### The metal 1 layer, run 1

Bar = 20 µm.
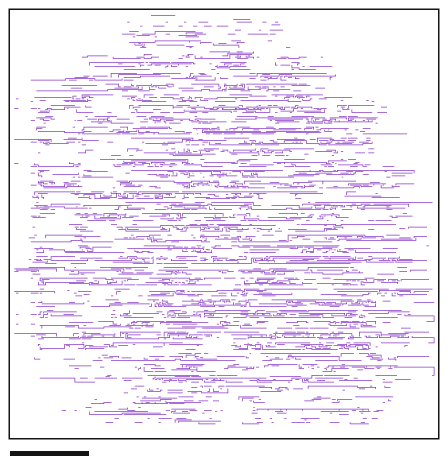
### Signal wires on met2, run 1

Bar = 20 µm.
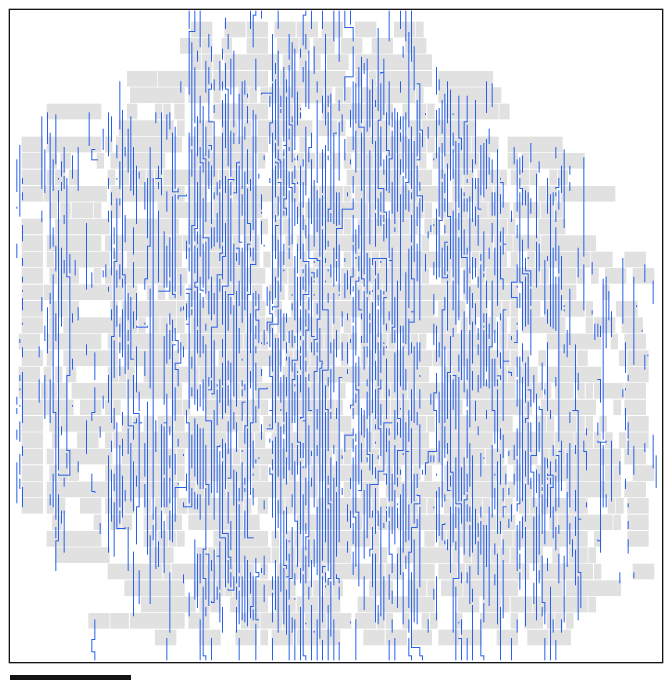
### M3 wires, run 1

Bar = 20 µm.
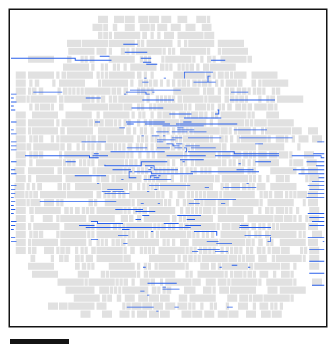
**src/rtl/dbg_frame_pkg.sv**
```systemverilog
// Shared definitions for the debug frame packetizer: FSM encoding,
// default framing bytes, STAT bit positions and the byte-count helper.
package dbg_frame_pkg;

  localparam logic [7:0] HDR_DEF = 8'h55;
  localparam logic [7:0] TRL_DEF = 8'hAA;

  localparam int STAT_MATCHED = 0;
  localparam int STAT_NOFOUND = 1;

  typedef enum logic [2:0] {
    S_IDLE = 3'd0,
    S_CS   = 3'd1,
    S_SEL  = 3'd2,
    S_STAT = 3'd3,
    S_RAND = 3'd4,
    S_CH   = 3'd5,
    S_TRL  = 3'd7
`ifdef DBG_FRAME_CSUM_EN
    ,
    S_CSUM = 3'd6
`endif
  } state_t;

  function automatic int ceil_div(input int a, input int b);
    return (a + b - 1) / b;
  endfunction

endpackage

```
**src/rtl/debug_frame_packetizer_tx_issue_ctrl.sv**
```systemverilog
// Issue gate and registered byte/strobe towards the UART transmitter.
// Ports: clk, rst, i_want, i_byte, is_transmitting -> o_fire, tx_byte, transmit.
module tx_issue_ctrl
  import dbg_frame_pkg::*;
(
  input  logic       clk,
  input  logic       rst,
  input  logic       i_want,
  input  logic [7:0] i_byte,
  input  logic       is_transmitting,
  output logic       o_fire,
  output logic [7:0] tx_byte,
  output logic       transmit
);

  // Blocking on our own strobe keeps transmit one cycle wide while the
  // transmitter has not yet raised is_transmitting.
  assign o_fire = i_want & ~is_transmitting & ~transmit;

  always_ff @(posedge clk or posedge rst) begin
    if (rst) begin
      tx_byte  <= '0;
      transmit <= 1'b0;
    end else begin
      transmit <= o_fire;
      if (o_fire) tx_byte <= i_byte;
    end
  end

endmodule

```
**src/rtl/debug_frame_packetizer.sv**
```systemverilog
// Snapshots debug state and streams it as HDR,CS,SEL,STAT,RAND,CH..,[CSUM],TRL.
// Ports: clk, rst, cs_req, cs_cnt, ch_cnt, ro_sel, matched, no_found,
//  rand_bits, frame_en, is_transmitting -> tx_byte, transmit, frame_busy,
//  frame_done. Optional checksum byte: define DBG_FRAME_CSUM_EN.
module debug_frame_packetizer
  import dbg_frame_pkg::*;
#(
  parameter int         NUM_CH   = 3,
  parameter int         CNT_W    = 16,
  parameter int         SEL_W    = 12,
  parameter logic [7:0] HDR_BYTE = HDR_DEF,
  parameter logic [7:0] TRL_BYTE = TRL_DEF
) (
  input  logic                    clk,
  input  logic                    rst,
  input  logic                    cs_req,
  input  logic [CNT_W-1:0]        cs_cnt,
  input  logic [NUM_CH*CNT_W-1:0] ch_cnt,
  input  logic [SEL_W-1:0]        ro_sel,
  input  logic                    matched,
  input  logic                    no_found,
  input  logic [7:0]              rand_bits,
  input  logic                    frame_en,
  input  logic                    is_transmitting,
  output logic [7:0]              tx_byte,
  output logic                    transmit,
  output logic                    frame_busy,
  output logic                    frame_done
);

  localparam int CB  = CNT_W / 8;
  localparam int SB  = ceil_div(SEL_W, 8);
  localparam int SBW = SB * 8;
  localparam int CHW = NUM_CH * CNT_W;

  localparam logic [2:0] CB_M1   = 3'(CB - 1);
  localparam logic [2:0] SB_M1   = 3'(SB - 1);
  localparam logic [2:0] CH_LAST = 3'(NUM_CH - 1);

  typedef logic [SBW-1:0] sel_t;

  state_t           r_state;
  logic [2:0]       r_idx;
  logic [2:0]       r_ch;
  logic [CNT_W-1:0] r_cs_hold;
  logic [CNT_W-1:0] r_cs;
  logic [SBW-1:0]   r_sel;
  logic             r_matched;
  logic             r_no_found;
  logic [7:0]       r_rand;
  logic [CHW-1:0]   r_ch_snap;
  logic             r_frame_busy;
  logic             r_frame_done;
`ifdef DBG_FRAME_CSUM_EN
  logic [7:0]       r_sum;
`endif

  logic             w_want;
  logic             w_fire;
  logic [7:0]       w_byte;
  logic [5:0]       w_ch_off;
  logic [CNT_W-1:0] w_cs_sh;
  logic [SBW-1:0]   w_sel_sh;
  logic [CHW-1:0]   w_chs_sh;

  // Byte index counts down, so the shift selects the MSB byte first.
  assign w_ch_off = 6'(r_ch) * 6'(CB) + 6'(r_idx);
  assign w_cs_sh  = r_cs >> {r_idx, 3'b000};
  assign w_sel_sh = r_sel >> {r_idx, 3'b000};
  assign w_chs_sh = r_ch_snap >> {w_ch_off, 3'b000};

  assign w_want = (r_state != S_IDLE) | frame_en;

  always_comb begin
    w_byte = '0;
    unique case (r_state)
      S_IDLE: w_byte = HDR_BYTE;
      S_CS:   w_byte = w_cs_sh[7:0];
      S_SEL:  w_byte = w_sel_sh[7:0];
      S_STAT: begin
        w_byte[STAT_MATCHED] = r_matched;
        w_byte[STAT_NOFOUND] = r_no_found;
      end
      S_RAND: w_byte = r_rand;
      S_CH:   w_byte = w_chs_sh[7:0];
`ifdef DBG_FRAME_CSUM_EN
      S_CSUM: w_byte = r_sum;
`endif
      S_TRL:  w_byte = TRL_BYTE;
      default: w_byte = '0;
    endcase
  end

  tx_issue_ctrl u_issue (
    .clk             (clk),
    .rst             (rst),
    .i_want          (w_want),
    .i_byte          (w_byte),
    .is_transmitting (is_transmitting),
    .o_fire          (w_fire),
    .tx_byte         (tx_byte),
    .transmit        (transmit)
  );

  always_ff @(posedge clk or posedge rst) begin
    if (rst) begin
      r_state      <= S_IDLE;
      r_idx        <= '0;
      r_ch         <= '0;
      r_cs_hold    <= '0;
      r_cs         <= '0;
      r_sel        <= '0;
      r_matched    <= 1'b0;
      r_no_found   <= 1'b0;
      r_rand       <= '0;
      r_ch_snap    <= '0;
      r_frame_busy <= 1'b0;
      r_frame_done <= 1'b0;
`ifdef DBG_FRAME_CSUM_EN
      r_sum        <= '0;
`endif
    end else begin
      if (cs_req) r_cs_hold <= cs_cnt;
      r_frame_done <= 1'b0;
      if (w_fire) begin
`ifdef DBG_FRAME_CSUM_EN
        if (r_state != S_IDLE && r_state != S_CSUM && r_state != S_TRL)
          r_sum <= r_sum + w_byte;
`endif
        unique case (r_state)
          S_IDLE: begin
            // cs_hold is read before any same-cycle cs_req update lands.
            r_cs         <= r_cs_hold;
            r_sel        <= sel_t'(ro_sel);
            r_matched    <= matched;
            r_no_found   <= no_found;
            r_rand       <= rand_bits;
            r_ch_snap    <= ch_cnt;
            r_frame_busy <= 1'b1;
            r_idx        <= CB_M1;
            r_state      <= S_CS;
`ifdef DBG_FRAME_CSUM_EN
            r_sum        <= '0;
`endif
          end
          S_CS: begin
            if (r_idx == 3'd0) begin
              r_idx   <= SB_M1;
              r_state <= S_SEL;
            end else begin
              r_idx <= r_idx - 3'd1;
            end
          end
          S_SEL: begin
            if (r_idx == 3'd0) r_state <= S_STAT;
            else r_idx <= r_idx - 3'd1;
          end
          S_STAT: r_state <= S_RAND;
          S_RAND: begin
            r_ch    <= '0;
            r_idx   <= CB_M1;
            r_state <= S_CH;
          end
          S_CH: begin
            if (r_idx != 3'd0) begin
              r_idx <= r_idx - 3'd1;
            end else if (r_ch == CH_LAST) begin
`ifdef DBG_FRAME_CSUM_EN
              r_state <= S_CSUM;
`else
              r_state <= S_TRL;
`endif
            end else begin
              r_ch  <= r_ch + 3'd1;
              r_idx <= CB_M1;
            end
          end
`ifdef DBG_FRAME_CSUM_EN
          S_CSUM: r_state <= S_TRL;
`endif
          S_TRL: begin
            r_frame_busy <= 1'b0;
            r_frame_done <= 1'b1;
            r_state      <= S_IDLE;
          end
          default: r_state <= S_IDLE;
        endcase
      end
    end
  end

  assign frame_busy = r_frame_busy;
  assign frame_done = r_frame_done;

endmodule

```
**config.mk**
```make
export PLATFORM = sky130hd
export DESIGN_NAME = debug_frame_packetizer
export DESIGN_NICKNAME = d
export VERILOG_FILES = /design/src/rtl/dbg_frame_pkg.sv /design/src/rtl/debug_frame_packetizer_tx_issue_ctrl.sv /design/src/rtl/debug_frame_packetizer.sv
export SDC_FILE = /design/constraint.sdc
export NUM_CORES = 1
export LEC_CHECK = 0
export ABC_AREA = 1
export ABC_CLOCK_PERIOD_IN_PS = 4800
export CAP_MARGIN = 20
export CORE_UTILIZATION = 54
export CTS_CLUSTER_SIZE = 28
export DETAILED_ROUTE_END_ITERATION = 8
export GPL_TIMING_DRIVEN = 0
export PLACE_DENSITY = 0.88
export SLEW_MARGIN = 5
export SYNTH_ARGS = -nofsm -noshare
export SYNTH_HDL_FRONTEND = slang
export SYNTH_SLANG_ARGS = --single-unit
```
**constraint.sdc**
```tcl
create_clock -name clk -period 4.8 [get_ports clk]
set_input_delay 0.48 -clock clk [delete_from_list [all_inputs] [get_ports clk]]
set_output_delay 0.48 -clock clk [all_outputs]
set_load 0.01 [all_outputs]
```
==> impl_report.txt, run 1 <==
=== SYNTHESIS / PLACE & ROUTE SUMMARY ===
----------------------------------------------------
[Run status]
  Run status ........................ finished clean

[Yosys]
  Syn Nets ........................ 873
  Yosys synthesis warning count ........................ 0

[Clock tree]
  Buffer type at the clock tree root ........................ clkbuf_8

[Timing]
  Fin. Hold Viols ........................ 0
  Highest Clock Rate ........................ 380 MHz

[Final layout]
  Fraction of area in registers ........................ 0.387
  Combinational gate count ........................ 533
  Clock buf/inv share ........................ 0.0765
  Number of non-clock inverters in the layout ........................ 83

[Hold path]
  Hold crit path type ........................ primary input to asynchronous set/reset pin

[GRT]
  Antenna violations before repair ........................ 0
  Global-route wire length before repair ........................ 26,900 µm
  Number of global-route vias before repair ........................ 5,686
  Largest net degree at the start of global routing ........................ 90

[Route]
  # DRC ........................ 0
  Number of design-rule violations left by the first detailed-router iteration ........................ 525

[Die]
  Core Density at Floorplan ........................ 0.557

[Placed design]
  Input/output buffers ........................ 101

[Critical path]
  Crit Path Class ........................ register to register

----------------------------------------------------
Notes on 'The metal 1 layer' above:
wire length on this layer: 6,660 µm
share of all routed wire: 40%
nets with wire on the layer: 905
global routing usage on met1: 0.370
WL final: 16,500 µm

Notes on 'Signal wires on met2' above:
share of all routed wire: 50%
longest straight run: 56.4 µm
wire length on this layer: 8,170 µm
main direction: vertical
nets with wire on the layer: 825
total via count in the routed design: 5,731
fraction of met2 tracks used by global routing: 0.529

Notes on 'M3 wires' above:
share of all routed wire: 6.4%
nets with wire on the layer: 137
GRT met3 Usage: 0.0488

==> run 1: flip-flops by register name (all words and copies together) (netlist names) <==
register / flops
u_issue.transmit: 1
r_sel: 12
frame_done: 1
r_no_found: 1
r_ch: 3
r_cs_hold: 16
r_rand: 8
r_cs: 16
u_issue.tx_byte: 8
r_state: 3
r_idx: 3
r_ch_snap: 48
frame_busy: 1
r_matched: 1
==> run 1: cells in the final DEF (no fill, tap or decap), types with 2 or more instances in the layout <==
cell type	netlist	final
buf_4	4	4
a21oi_2	38	38
nand2_2	2	2
bufinv_16	0	3
inv_2	4	4
o21ai_0	46	46
a21oi_1	12	12
clkinv_2	0	3
clkbuf_8	0	4
o21ai_1	16	16
clkdlybuf4s50_1	0	101
buf_2	9	9
ha_1	6	6
clkinvlp_4	0	4
clkbuf_1	17	18
nand2_4	2	2
nor2_1	80	80
clkbuf_16	0	16
dfrtp_1	122	122
nand2_1	262	262
nand3_1	59	59
inv_1	78	77
buf_6	5	5
==> run 1: logic make-up after synthesis <==
family | share of synthesized area
AND-OR/OR-AND | 0.120
buffers and inverters | 0.0850
flip-flops | 0.504
AND/OR/NAND/NOR | 0.275
XOR/XNOR | 0.00145
adder cells (fa/ha/maj) | 0.0157
==> run 1: power by group <==
part / switching [µW] / internal [µW] / total [µW]
Clock: 474 / 830 / 1300
Sequential: 222 / 1440 / 1660
Combinational: 1570 / 809 / 2380
Total: 2260 / 3080 / 5340
==> run 1: final timing paths <==
| check | startpoint | endpoint | slack, ps | depth (start not counted) |
|---|---|---|---|---|
| worst min-delay path | rst | r_ch_snap[47]$_DFFE_PP0P_ | 300 | 2 |
| max in group asynchronous | rst | r_ch_snap[7]$_DFFE_PP0P_ | 3770 | 3 |
| min in group clk | r_sel[2]$_DFFE_PP0P_ | r_sel[2]$_DFFE_PP0P_ | 470 | 2 |
| worst max register to register | r_ch[0]$_DFFE_PP0P_ | u_issue.tx_byte[5]$_DFFE_PP0P_ | 2170 | 12 |
| worst min register to register | r_sel[2]$_DFFE_PP0P_ | r_sel[2]$_DFFE_PP0P_ | 470 | 2 |
| worst max-delay path | r_ch[0]$_DFFE_PP0P_ | u_issue.tx_byte[5]$_DFFE_PP0P_ | 2170 | 12 |
==> run 1: per-layer routing <==
metal / track usage / up-vias / wire [µm]
met5: 0 / - / 0
met4: 0.140 / 0 / 569
met3: 0.0488 / 64 / 1060
met2: 0.529 / 289 / 8170
met1: 0.370 / 2717 / 6660
li1: - / 2661 / -
==> run 1: worst register-to-register path, delay by kind of cell (launching register included) <==
kind / cells / cell delay (ps)
adders and majority gates: 2 / 670
AOI/OAI and AO/OA: 1 / 100
and+or+nand+nor: 7 / 920
DFF: 1 / 390
buffers and inverters: 2 / 470
==> run 1: per-stage QoR <==
step                cell area, µm²  cells  setup slack (ps)  power (µW)  hold WS (ps)
global placement              7250   1016              -497        3810           452
detailed placement            7280   1017              2280        3910           454
finish                        7880   1049              2170        5340           299
global route                  7880   1049              1990        5660           341
floorplan                     6060    775              1080        3210           436
CTS                           7880   1049              2230        5270           310
### Track usage over the die, run 1

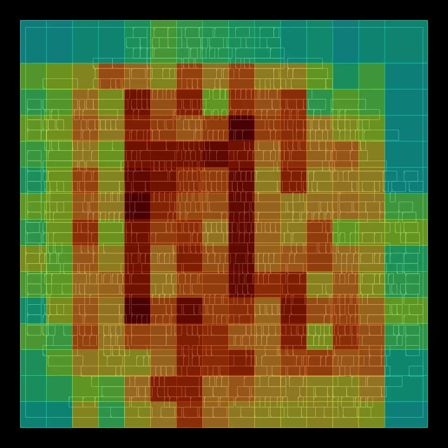

==> run 2: changes to the inputs <==
--- a/config.mk
+++ b/config.mk
@@ -6,7 +6,7 @@
 export NUM_CORES = 1
 export LEC_CHECK = 0
 export ABC_AREA = 1
-export ABC_CLOCK_PERIOD_IN_PS = 4800
+export ABC_CLOCK_PERIOD_IN_PS = 2700
 export CAP_MARGIN = 20
 export CORE_UTILIZATION = 54
 export CTS_CLUSTER_SIZE = 28
==> constraint.sdc (replaced) <==
create_clock -name clk -period 2.7 [get_ports clk]
set_input_delay 0.27 -clock clk [delete_from_list [all_inputs] [get_ports clk]]
set_output_delay 0.27 -clock clk [all_outputs]
set_load 0.01 [all_outputs]
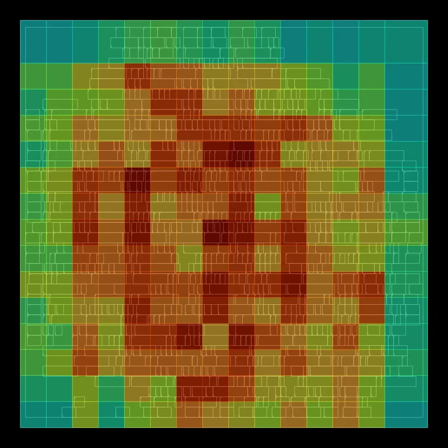
*Track usage over the die, run 2*
post-layout utilization of the core: 0.724
GRT met3 Usage: 0.0536
busiest layer in global routing: met2
fraction of met2 tracks used by global routing: 0.487

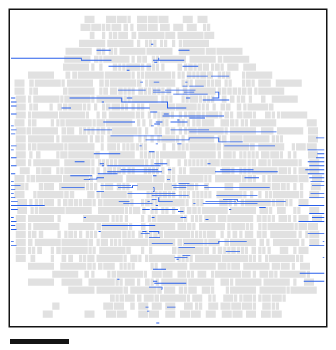
*M3 wires, run 2*
Bar = 20 µm.
main direction: horizontal
share of all routed wire: 6.1%
WL final: 15,800 µm
total via count in the routed design: 5,601

==> impl_report.txt, run 2 <==
=== SYNTHESIS / PLACE & ROUTE SUMMARY ===
----------------------------------------------------
[GRT]
  Largest net degree at the start of global routing ........................ 42 (-53%)
  Number of global-route vias before repair ........................ 5,530 (-2.7%)
  Global-route wire length before repair ........................ 25,700 µm (-4.4%)
  Antenna violations before repair ........................ 0 (unchanged)

[Timing]
  Fin. Hold Viols ........................ 0 (unchanged)
  Highest Clock Rate ........................ 409 MHz (+7.8%)
  Final-layout worst hold slack ........................ 73.9 ps (-225 ps)

[Placed design]
  # placed instances ........................ 1,019 (+0.20%)
  Input/output buffers ........................ 101 (unchanged)
  Pre-CTS setup slack ........................ 202 ps (-2080 ps)

[Clock tree]
  Clock-pin slew on the worst setup and hold paths ........................ 60 ps
  Insertion delay to the later sink of the worst-skew pair ........................ 520 ps
  Buffer type at the clock tree root ........................ clkbuf_8

[Yosys]
  Distinct cells, synth ........................ 30
  Syn Nets ........................ 873 (unchanged)
  Yosys synthesis warning count ........................ 0 (unchanged)
  Cells after Synth ........................ 775

[Critical path]
  Crit Path Class ........................ register to register

[Final layout]
  Commonest non-fill, non-tap cells in the layout ........................ nand2_1 (262), dfrtp_1 (122), clkdlybuf4s50_1 (101)
  Registers with the most flip-flops ........................ r_ch_snap (48), r_cs (16), r_cs_hold (16)
  Flip-flop count of the largest register after layout ........................ 48 (unchanged)
  Leading cell type in the layout, fill and taps excluded ........................ nand2_1
  Non-filler cells in the finished layout ........................ 1,049 (unchanged)
  Register containing the most flip-flops in the final layout ........................ r_ch_snap

[Die]
  Die Area ........................ 11,700 µm²
  Core Density at Floorplan ........................ 0.557 (unchanged)

[Hold path]
  Hold crit path type ........................ primary input to asynchronous set/reset pin

[Route]
  Drt pass-1 iters ........................ 6
  Number of design-rule violations left by the first detailed-router iteration ........................ 459 (-13%)
  # DRC ........................ 0 (unchanged)

[Run status]
  Run status ........................ finished clean

----------------------------------------------------
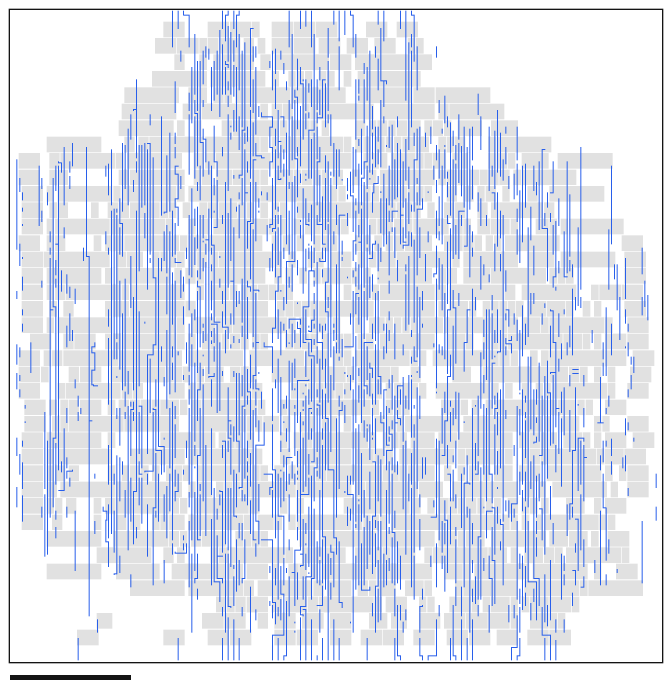
*Signal wires on met2, run 2*
Bar = 20 µm.
share of all routed wire: 49%
nets with wire on the layer: 825
longest straight run: 59.5 µm
wire length on this layer: 7,800 µm

==> run 2: cell count changes in the layout (fill, tap and decap cells not counted) <==
cell	previous run	this run
buf_16	1	0
clkinv_1	1	0
buf_12	0	3
clkinv_4	1	5
clkinv_2	3	1
clkinvlp_4	4	6
bufinv_16	3	1
clkbuf_1	18	15
==> run 2: logic make-up after synthesis <==
group,Yosys count,share of synthesized area
fa+ha+maj,7,0.0157
xor+xnor,1,0.00145
buf+inv,120,0.0850
compound gates,115,0.120
flops,122,0.504
simple gates,410,0.275
==> run 2: power breakdown <==
| part | switching, µW | internal [µW] | total, µW |
|---|---|---|---|
| combinational | 2730 | 1440 | 4170 |
| clock | 859 | 1300 | 2160 |
| sequential | 376 | 2560 | 2930 |
==> run 2: cell type report <==
cell class,count,share of cell area
clock inverters,12,0.0149
inverters,83,0.0405
multi-input cells,533,0.316
plain buffers,35,0.0249
flip-flops and latches,122,0.387
well taps,140,0.0222
repair buffers,104,0.136
clock buffers,20,0.0578
==> run 2: stage by stage <==
step | TNS (ps) | util | instance area (µm²)
after global placement | -11280 | 0.666 | 7250
after detailed placement | 0 | 0.671 | 7310
after CTS | 0 | 0.724 | 7880
after global routing | 0 | 0.724 | 7880
final | 0 | 0.724 | 7880
after floorplan | 0 | - | 6060
==> run 2: worst paths after layout <==
check / start / to / slack, ps / cells past startpoint
worst max-delay path: r_idx[2]$_DFFE_PP0P_ / u_issue.tx_byte[7]$_DFFE_PP0P_ / 260 / 10
worst min-delay path: rst / r_cs_hold[4]$_DFFE_PP0P_ / 70 / 2
worst max register to register: r_idx[2]$_DFFE_PP0P_ / u_issue.tx_byte[7]$_DFFE_PP0P_ / 260 / 10
worst min register to register: r_rand[2]$_DFFE_PP0P_ / r_rand[2]$_DFFE_PP0P_ / 470 / 2
max in group asynchronous: rst / r_idx[1]$_DFFE_PP0P_ / 1620 / 5
min in group clk: cs_cnt[4] / r_cs_hold[4]$_DFFE_PP0P_ / 310 / 3
==> run 2: layer usage <==
layer	wire length (µm)	up-vias	GRT usage	share of wire
met2	7800	252	0.487	0.49
met5	0	-	0	0
met4	722	0	0.149	0.046
met3	971	63	0.0536	0.061
met1	6320	2625	0.354	0.40
li1	-	2661	-	-
==> run 2: worst reg2reg max path, cell delays in order (launching register included) <==
cell and delay (ps):
dfrtp_1 470, inv_1 120, fa_1 800, nand2_1 310, a21oi_1 200, o21ai_0 100, nand2_1 120, nand2_1 60
nand2_1 60, nand2_1 70, nand2_1 80
### The metal 1 layer, run 2

Bar = 20 µm.
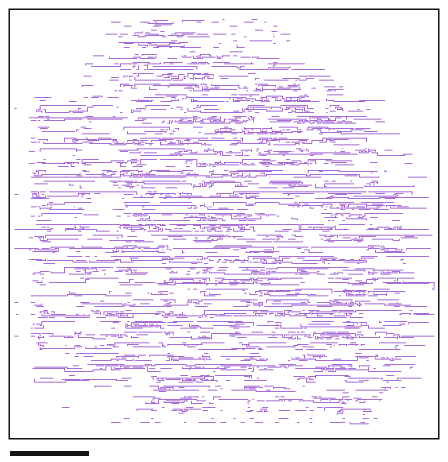

==> run 3: changes to the inputs <==
--- a/config.mk
+++ b/config.mk
@@ -8,12 +8,13 @@
 export ABC_AREA = 1
 export ABC_CLOCK_PERIOD_IN_PS = 2700
 export CAP_MARGIN = 20
-export CORE_UTILIZATION = 54
+export CORE_UTILIZATION = 53
 export CTS_CLUSTER_SIZE = 28
 export DETAILED_ROUTE_END_ITERATION = 8
 export GPL_TIMING_DRIVEN = 0
-export PLACE_DENSITY = 0.88
+export PLACE_DENSITY = 0.87
 export SLEW_MARGIN = 5
 export SYNTH_ARGS = -nofsm -noshare
 export SYNTH_HDL_FRONTEND = slang
+export SYNTH_HIERARCHICAL = 1
 export SYNTH_SLANG_ARGS = --single-unit
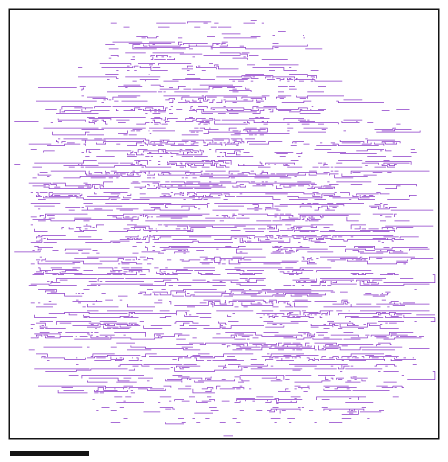
*The metal 1 layer, run 3*
Bar = 20 µm.
wire length on this layer: 6,610 µm
nets with wire on the layer: 906
main direction: horizontal
longest straight run: 29.9 µm
share of all routed wire: 41%
WL final: 16,000 µm
total via count in the routed design: 5,706
global routing usage on met1: 0.373

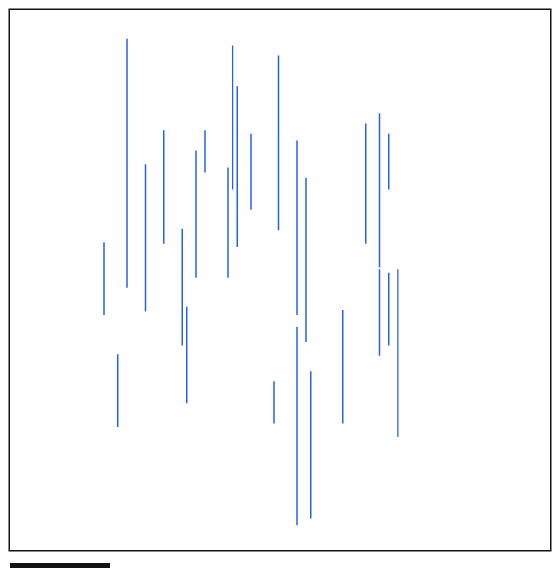
*Met4 routing, run 3*
Bar = 20 µm.
nets with wire on the layer: 21
share of all routed wire: 4.0%
wire length on this layer: 634 µm

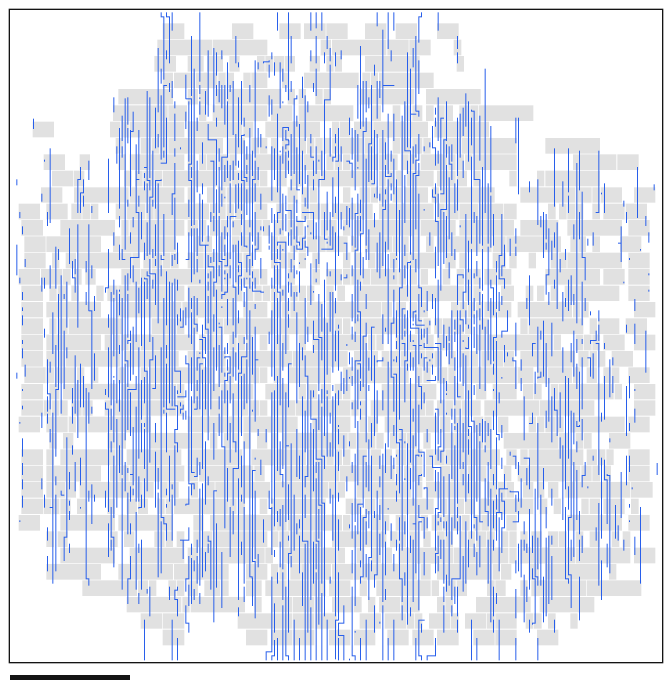
*Signal wires on met2, run 3*
Bar = 20 µm.
main direction: vertical
nets with wire on the layer: 824
longest straight run: 44.2 µm
fraction of met2 tracks used by global routing: 0.484

==> impl_report.txt, run 3 <==
=== SYNTHESIS / PLACE & ROUTE SUMMARY ===
----------------------------------------------------
[Run status]
  Run status ........................ finished clean

[Final layout]
  Leading cell type in the layout, fill and taps excluded ........................ nand2_1
  Register containing the most flip-flops in the final layout ........................ r_ch_snap
  Commonest non-fill, non-tap cells in the layout ........................ nand2_1 (264), dfrtp_1 (122), clkdlybuf4s50_1 (101)
  Post-layout instance area ........................ 7860 µm² (-0.22%)
  Registers with the most flip-flops ........................ r_ch_snap (48), r_cs (16), r_cs_hold (16)
  Flip-flop count of the largest register after layout ........................ 48 (unchanged)

[Timing]
  Worst Skew ........................ 11.6 ps
  Fin. Hold Viols ........................ 0 (unchanged)
  Post-route fraction of the period consumed by the critical path ........................ 0.934
  Highest Clock Rate ........................ 397 MHz (-3.1%)
  Final-layout worst hold slack ........................ 199 ps (+125 ps)

[Hold path]
  Hold crit path type ........................ primary input to asynchronous set/reset pin

[GRT]
  Number of global-route vias before repair ........................ 5,522 (-0.14%)
  Global-route wire length before repair ........................ 26,100 µm (+1.6%)
  Busiest layer in global routing ........................ met2
  Antenna violations before repair ........................ 0 (unchanged)
  Largest net degree at the start of global routing ........................ 32 (-24%)
  GRT met3 Usage ........................ 0.0591 (+0.00542)

[Clock tree]
  Buffer type at the clock tree root ........................ clkbuf_16
  Insertion delay to the later sink of the worst-skew pair ........................ 420 ps (-100 ps)

[Yosys]
  Dominant flop cell ........................ dfrtp_1
  Cells after Synth ........................ 787 (+1.5%)
  Multiplexer share ........................ 0 (unchanged)
  Simple-gate portion of the synthesized area ........................ 0.279 (+0.00472)
  XOR/XNOR Area Share ........................ 0.00146 (+0.0000193)
  Commonest cells post-synth ........................ nand2_1 (264), dfrtp_1 (122), inv_1 (88)
  Ao+oa area frac ........................ 0.100 (-0.0195)
  Largest area contributor in the netlist ........................ dfrtp_1
  Distinct cells, synth ........................ 24 (-20%)
  Syn Nets ........................ 885 (+1.4%)
  Yosys synthesis warning count ........................ 6 (+6)
  Area share of fa/ha/maj cells after synthesis ........................ 0.0159 (+0.000210)
  Top logic family ........................ simple AND/OR/NAND/NOR gates

[Power and ir drop]
  Power density normalized to cell area ........................ 1120 nW/µm²
  Total power of the final layout ........................ 8800 µW

[Route]
  # DRC ........................ 0 (unchanged)
  Number of design-rule violations left by the first detailed-router iteration ........................ 467 (+1.7%)
  Drt pass-1 iters ........................ 6 (unchanged)

[Placed design]
  Pre-CTS setup slack ........................ -439 ps (-641 ps)
  Input/output buffers ........................ 101 (unchanged)
  Post-placement cell area ........................ 7230 µm² (-1.1%)

[Critical path]
  Required time of the critical path ........................ 3040 ps
  Crit Path Class ........................ register to register

[Die]
  Die Area ........................ 11,700 µm² (+0.54%)
  Core Density at Floorplan ........................ 0.547 (-0.00974)

----------------------------------------------------
[run 3: netlist changes by cell type after synthesis, sizes merged]
cell	previous run	this run
nor3	0	1
inv	82	90
nand3	59	56
nand3b	0	1
or2	1	0
clkbuf	18	20
o211ai	1	0
nand4	1	11
nand2	266	265
nor2	83	74
o22ai	1	0
o21ai	62	58
a21oi	50	60
[run 3: layer usage]
layer / vias up / wire length, µm
li1: 2719 / -
met3: 58 / 1050
met4: 0 / 633
met2: 270 / 7680
met5: - / 0
met1: 2659 / 6610
[run 3: worst paths after layout]
| kind | startpoint | endpoint | slack [ps] | depth (start not counted) |
|---|---|---|---|---|
| setup / recovery | r_state[0]$_DFFE_PP0P_ | r_cs[5]$_DFFE_PP0P_ | 180 | 13 |
| hold / removal | rst | u_issue/transmit$_DFF_PP0_ | 200 | 2 |
| setup reg to reg | r_state[0]$_DFFE_PP0P_ | r_cs[5]$_DFFE_PP0P_ | 180 | 13 |
| hold reg to reg | u_issue/tx_byte[7]$_DFFE_PP0P_ | u_issue/tx_byte[7]$_DFFE_PP0P_ | 470 | 2 |
| max in group asynchronous | rst | r_sel[11]$_DFFE_PP0P_ | 1620 | 4 |
| min in group clk | cs_cnt[11] | r_cs_hold[11]$_DFFE_PP0P_ | 400 | 3 |
[run 3: what timing repair did]
| item | CTS | global route |
|---|---|---|
| pin swaps | 1 | 0 |
| setup buffers | 1 | 0 |
| resized | 4 | 5 |
| setup endpoints to repair | 93 | 73 |
[run 3: cells by family (layout without fill, tap and decap cells)]
family | Yosys count | after routing
AND-OR/OR-AND | 119 | 119
XOR/XNOR | 1 | 1
adder cells (fa/ha/maj) | 7 | 7
buffers and inverters | 130 | 266
flip-flops | 122 | 122
AND/OR/NAND/NOR | 408 | 408
[run 3: area by class of cell]
class                      count  area (µm²)  area share
multi-input combinational    535        2370       0.302
buffer                        38         226      0.0288
clock inverter                14         173      0.0220
clock buffer                  18         439      0.0559
tap                          140         175      0.0223
inverter                      91         345      0.0439
sequential                   122        3050       0.388
timing repair buffer         105        1080       0.137
[run 3: worst max-delay path, stage by stage, from the launching register on]
cell and delay, ps:
dfrtp_1 360, buf_2 180, nor3_4 220, clkbuf_4 250, nand2_1 100, buf_6 150
nand3_4 120, inv_1 60, clkbuf_1 180, nand2_2 140, buf_4 220, buf_2 240
nand2_1 110, o21ai_1 100
[run 3: metrics by stage]
stage | instances | setup TNS [ps]
final | 1063 | 0
after global routing | 1063 | -0.926
after CTS | 1064 | 0
after detailed placement | 1031 | -28530
after global placement | 1028 | -27270
after floorplan | 787 | 0
[run 3: power by group]
part           internal (µW)  leakage [µW]  total (µW)  switching, µW
clock network           1420      0.000303        2340            918
logic                   1260       0.00225        3560           2300
registers               2530       0.00145        2900            366
total                   5210       0.00400        8800           3580
No activity file was given, so power comes from the tool's default toggle rates.
